[src/rtl/display_pkg.sv]
`default_nettype none
// ============================================================================
// Module   : display_pkg
// Purpose  : Shared types and constants for the seven-segment display scanner:
//            scan state encoding, all-off segment/anode patterns and the
//            active-low hex segment table (bit order {g,f,e,d,c,b,a}).
// Revision : 1.0 - initial release
// ============================================================================
package display_pkg;

  typedef enum logic [0:0] {
    BLANK = 1'b0,
    DRIVE = 1'b1
  } state_t;

  localparam logic [6:0] SEG_OFF = 7'h7F;
  localparam logic [3:0] AN_OFF  = 4'hF;

  // Entry n holds the active-low segment pattern for hex digit n.
  localparam logic [15:0][6:0] HEX_SEG = {
    7'h0E, 7'h06, 7'h21, 7'h46,   // F E d C
    7'h03, 7'h08, 7'h10, 7'h00,   // b A 9 8
    7'h78, 7'h02, 7'h12, 7'h19,   // 7 6 5 4
    7'h30, 7'h24, 7'h79, 7'h40    // 3 2 1 0
  };

endpackage : display_pkg
`default_nettype wire

[src/rtl/hex_to_seg.sv]
`default_nettype none
// ============================================================================
// Module   : hex_to_seg
// Purpose  : Combinational 4-bit hex digit to active-low 7-segment decode.
// Revision : 1.0 - initial release
// ============================================================================
module hex_to_seg
  import display_pkg::*;
(
  input  logic [3:0] nibble,
  output logic [6:0] seg_n
);

  assign seg_n = HEX_SEG[nibble];

endmodule : hex_to_seg
`default_nettype wire

[src/rtl/display_scanner.sv]
`default_nettype none
// ============================================================================
// Module   : display_scanner
// Purpose  : Time-multiplexed driver for a 4-digit common-anode 7-segment
//            display. Digits are lit one at a time with an all-off blanking
//            gap between them; the displayed word is latched only while
//            blanking ahead of digit 0, so a frame never mixes two values.
//            Optional macro DISPLAY_LEADING_ZERO_BLANK_EN suppresses the
//            anodes of leading-zero digits (digit 0 is always lit).
// Revision : 1.0 - initial release
// ============================================================================
module display_scanner
  import display_pkg::*;
#(
  parameter int CLK_DIV      = 50000,
  parameter int BLANK_CYCLES = 16
) (
  input  logic        clk,
  input  logic        reset,
  input  logic [15:0] value,
  output logic [6:0]  seg_n,
  output logic [3:0]  an_n
);

  // One counter serves both states, so size it for the longer one.
  localparam int CNT_MAX = (CLK_DIV > BLANK_CYCLES) ? CLK_DIV : BLANK_CYCLES;
  localparam int CNT_W   = (CNT_MAX > 1) ? $clog2(CNT_MAX) : 1;
  localparam logic [CNT_W-1:0] DRIVE_LAST = CNT_W'(CLK_DIV - 1);
  localparam logic [CNT_W-1:0] BLANK_LAST = CNT_W'(BLANK_CYCLES - 1);

  state_t            state;
  state_t            state_next;
  logic [CNT_W-1:0]  cnt;
  logic [1:0]        idx;
  logic [15:0]       shadow;
  logic [3:0]        nibble;
  logic [6:0]        dec_seg;
  logic [6:0]        seg_next;
  logic [3:0]        an_next;

  // State register.
  always_ff @(posedge clk) begin
    if (reset) state <= BLANK;
    else       state <= state_next;
  end

  // Next-state logic: each state lasts until the shared counter hits its limit.
  always_comb begin
    state_next = state;
    case (state)
      BLANK:   if (cnt == BLANK_LAST) state_next = DRIVE;
      DRIVE:   if (cnt == DRIVE_LAST) state_next = BLANK;
      default: state_next = BLANK;
    endcase
  end

  // Slot counter, digit index and frame shadow of the displayed word.
  always_ff @(posedge clk) begin
    if (reset) begin
      cnt    <= '0;
      idx    <= 2'd0;
      shadow <= 16'h0000;
    end else begin
      cnt <= (state_next != state) ? '0 : cnt + 1'b1;
      if (state == DRIVE && state_next == BLANK) idx <= idx + 2'd1;
      // Keep sampling through the whole pre-digit-0 gap; the last sample wins.
      if (state == BLANK && idx == 2'd0) shadow <= value;
    end
  end

  assign nibble = shadow[{idx, 2'b00} +: 4];

  hex_to_seg u_hex_to_seg (
    .nibble (nibble),
    .seg_n  (dec_seg)
  );

  // Output decode for the current state; registered below, hence one cycle late.
  always_comb begin
    seg_next = SEG_OFF;
    an_next  = AN_OFF;
    if (state == DRIVE) begin
      seg_next = dec_seg;
      an_next  = ~(4'b0001 << idx);
`ifdef DISPLAY_LEADING_ZERO_BLANK_EN
      // A digit is a leading zero when it and every digit above it are zero.
      if (idx != 2'd0 && (shadow >> {idx, 2'b00}) == 16'h0000) an_next = AN_OFF;
`endif
    end
  end

  // Registered outputs so the pads never see decode glitches.
  always_ff @(posedge clk) begin
    if (reset) begin
      seg_n <= SEG_OFF;
      an_n  <= AN_OFF;
    end else begin
      seg_n <= seg_next;
      an_n  <= an_next;
    end
  end

endmodule : display_scanner
`default_nettype wire

[config.mk]
export PLATFORM = sky130hd
export DESIGN_NAME = display_scanner
export DESIGN_NICKNAME = d
export VERILOG_FILES = /design/src/rtl/display_pkg.sv /design/src/rtl/hex_to_seg.sv /design/src/rtl/display_scanner.sv
export SDC_FILE = /design/constraint.sdc
export NUM_CORES = 1
export LEC_CHECK = 0
export ABC_AREA = 1
export CORE_UTILIZATION = 55
export CTS_BUF_LIST = sky130_fd_sc_hd__clkbuf_8
export DETAILED_ROUTE_END_ITERATION = 8
export PLACE_DENSITY_LB_ADDON = 0.05
export SLEW_MARGIN = 30
export SYNTH_ARGS = -nofsm -noshare
export SYNTH_HDL_FRONTEND = slang
export SYNTH_SLANG_ARGS = --single-unit
[constraint.sdc]
create_clock -name clk -period 1.8 [get_ports clk]
set_clock_uncertainty 0.05 [all_clocks]
set_input_delay 0.27 -clock clk [delete_from_list [all_inputs] [get_ports clk]]
set_output_delay 0.27 -clock clk [all_outputs]
set_load 0.1 [all_outputs]
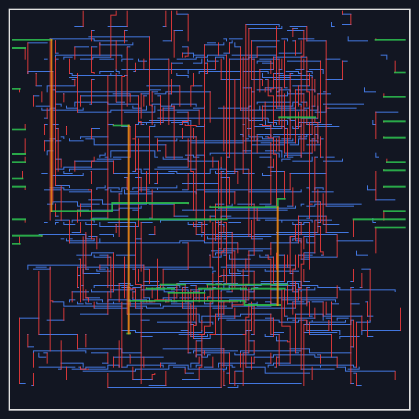
**Above:** wiring by layer.
Scale: 6 px per um.
[metal 2] red | wire length: 1,820 um
[metal 4] orange | wire length: 79.6 um
[metal 1] blue | wire length: 2,170 um
[metal 3] green | wire length: 207 um
GRT Overall Usage: 21.90%
Vias: 1,965
Routed Wire Length: 4275 um
DR WL/cell: 10.80 um

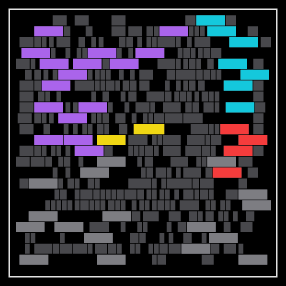
**Above:** sequential cells colored by netlist name.
Scale: 4 px per um. Other sequential cells in the stronger gray, the rest of the logic in the fainter gray.
[idx] yellow | flops: 2
[an_n] red | flops: 4 | where: middle right
[seg_n] cyan | flops: 7 | where: upper right
[shadow] purple | flops: 16
Final Core Density: 67.50%
Sequential Area: 922.1 sq um
sequential logic power: 1060 uW
Seq area share: 34.15%

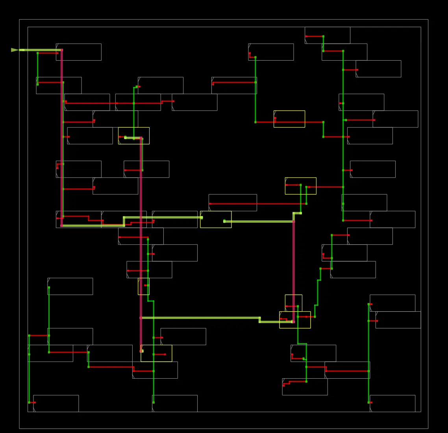
**Above:** clock routing.
sequential cell count: 46
CTS buffer count: 5

==> CHANGELOG.md <==
### Implementation results

- Status: finished clean
- Critical-path maximum fanout: 6
- Comb pwr share: 7.3%
- Flip-flop cell with the highest count after synthesis: dfxtp_1
- Post-synth seq share: 40.24%
- Total tool warning count: 34
- Fin crit share: between 90% and 100%
- DRT Pass-1 Iters: 4
- Area leader share: 40.24%
- Sum Neg Setup Slack: 0 ps
- Nets: about 370
- Req. time, crit path: approximately 2000 ps
- CP cell instances: buf_4 -> nand2_1 -> nand3_1 -> nand2_1 -> inv_1 -> ha_1 -> nand3_1 -> nand3_1 -> nand2_1 -> nand2_1
- Most used cell, CP: nand2_1
- Count of cell types in the netlist: 30
- Mean Syn Cell Area: about 7.4 sq um
- Critical Path Sink Type: flip-flop
- CP max stage cell: dfxtp_2
- Routed Antenna Nets: 0
- Internal: roughly 1400 uW
- Starting Density: between 50% and 60%
- Area growth syn-to-layout: 17.99%
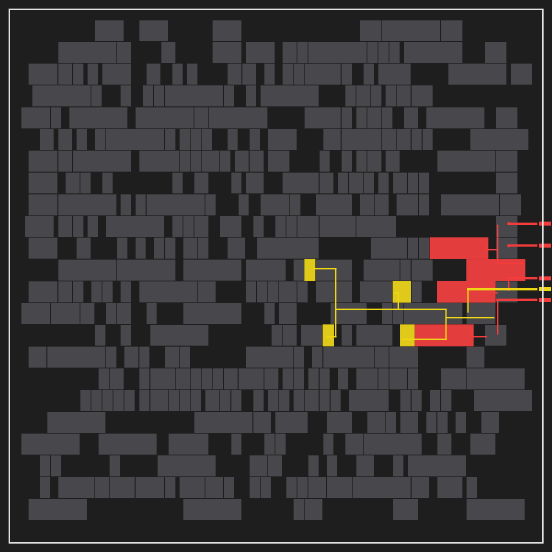
**Above:** port wiring.
Scale: 8 px per um.
[reset] yellow | bits: 1 | direction: input | edge: right | end cells: 4 | buffers: 1 | wire: 55.2 um
[an_n] red | bits: 4 | direction: output | edge: right | end cells: 4 | buffers: 4 | wire: 35.0 um
Boundary Pins: 29
PortBufs: 28

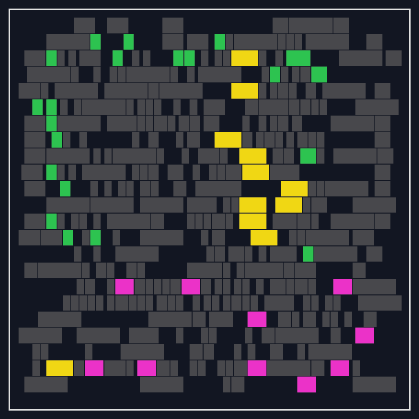
**Above:** gate-type map.
Scale: 6 px per um.
[xor and xnor cells] magenta | cells: 10
[aoi and oai cells] green | cells: 21
[fa/ha/maj cells] yellow | cells: 11 | where: center
Layout Cells excl Fill: 396
Comb/total area: 45.55%
Top cell excl fill/tap: nand2_1

## power by group through the flow
stage,Combinational (uW),Sequential [uW],Clock (uW)
finish,135,1060,657
global route,153,1060,707
CTS,135,1060,668
detailed placement,134,1080,0
global placement,133,1080,0
floorplan,85.0,1080,0
## kinds of logic after synthesis
| kind of cell | synth area share [%] |
|---|---|
| compound gates | 5.084 |
| xor+xnor | 3.827 |
| simple gates | 38.71 |
| buf+inv | 6.123 |
| flops | 40.24 |
| fa+ha+maj | 6.014 |
## cell usage in the layout, fill, tap and decap left out, drive strengths merged
| cell | count |
|---|---|
| nor2 | 76 |
| nand2 | 74 |
| dfxtp | 46 |
| nand3 | 35 |
| inv | 26 |
| clkdlybuf4s50 | 17 |
| o21ai | 17 |
| buf | 16 |
| ha | 11 |
| xor2 | 6 |
| clkbuf | 6 |
| xnor2 | 4 |
| nand4 | 4 |
| o211ai | 2 |
| a21boi | 1 |
| nand3b | 1 |
| nor3 | 1 |
| a21oi | 1 |
| clkinv | 1 |
| clkinvlp | 1 |
## final timing paths
check	start	to	cells after the start	slack, ps
min	cnt[0]	cnt[0]	1	390
max reg2reg	idx[0]	seg_n[3]	10	120
min reg2reg	cnt[0]	cnt[0]	1	390
max	idx[0]	seg_n[3]	10	120
## per-stage QoR
step	area [sq um]	worst slack [ps]
final	2700	119.4
after global routing	2700	-6.272
after CTS	2696	70.31
after detailed placement	2601	116.7
after global placement	2601	185.0
after floorplan	2288	236.9
## metal layers
| metal | wire [um] | track usage, % | part of all wire (%) |
|---|---|---|---|
| met5 | 0 | 0 | 0 |
| met1 | 2169 | 30.13 | 51 |
| met2 | 1819 | 33.04 | 43 |
| met4 | 79 | 9.840 | 1.8 |
| met3 | 207 | 4.110 | 4.8 |
No activity file was given, so power comes from the tool's default toggle rates.
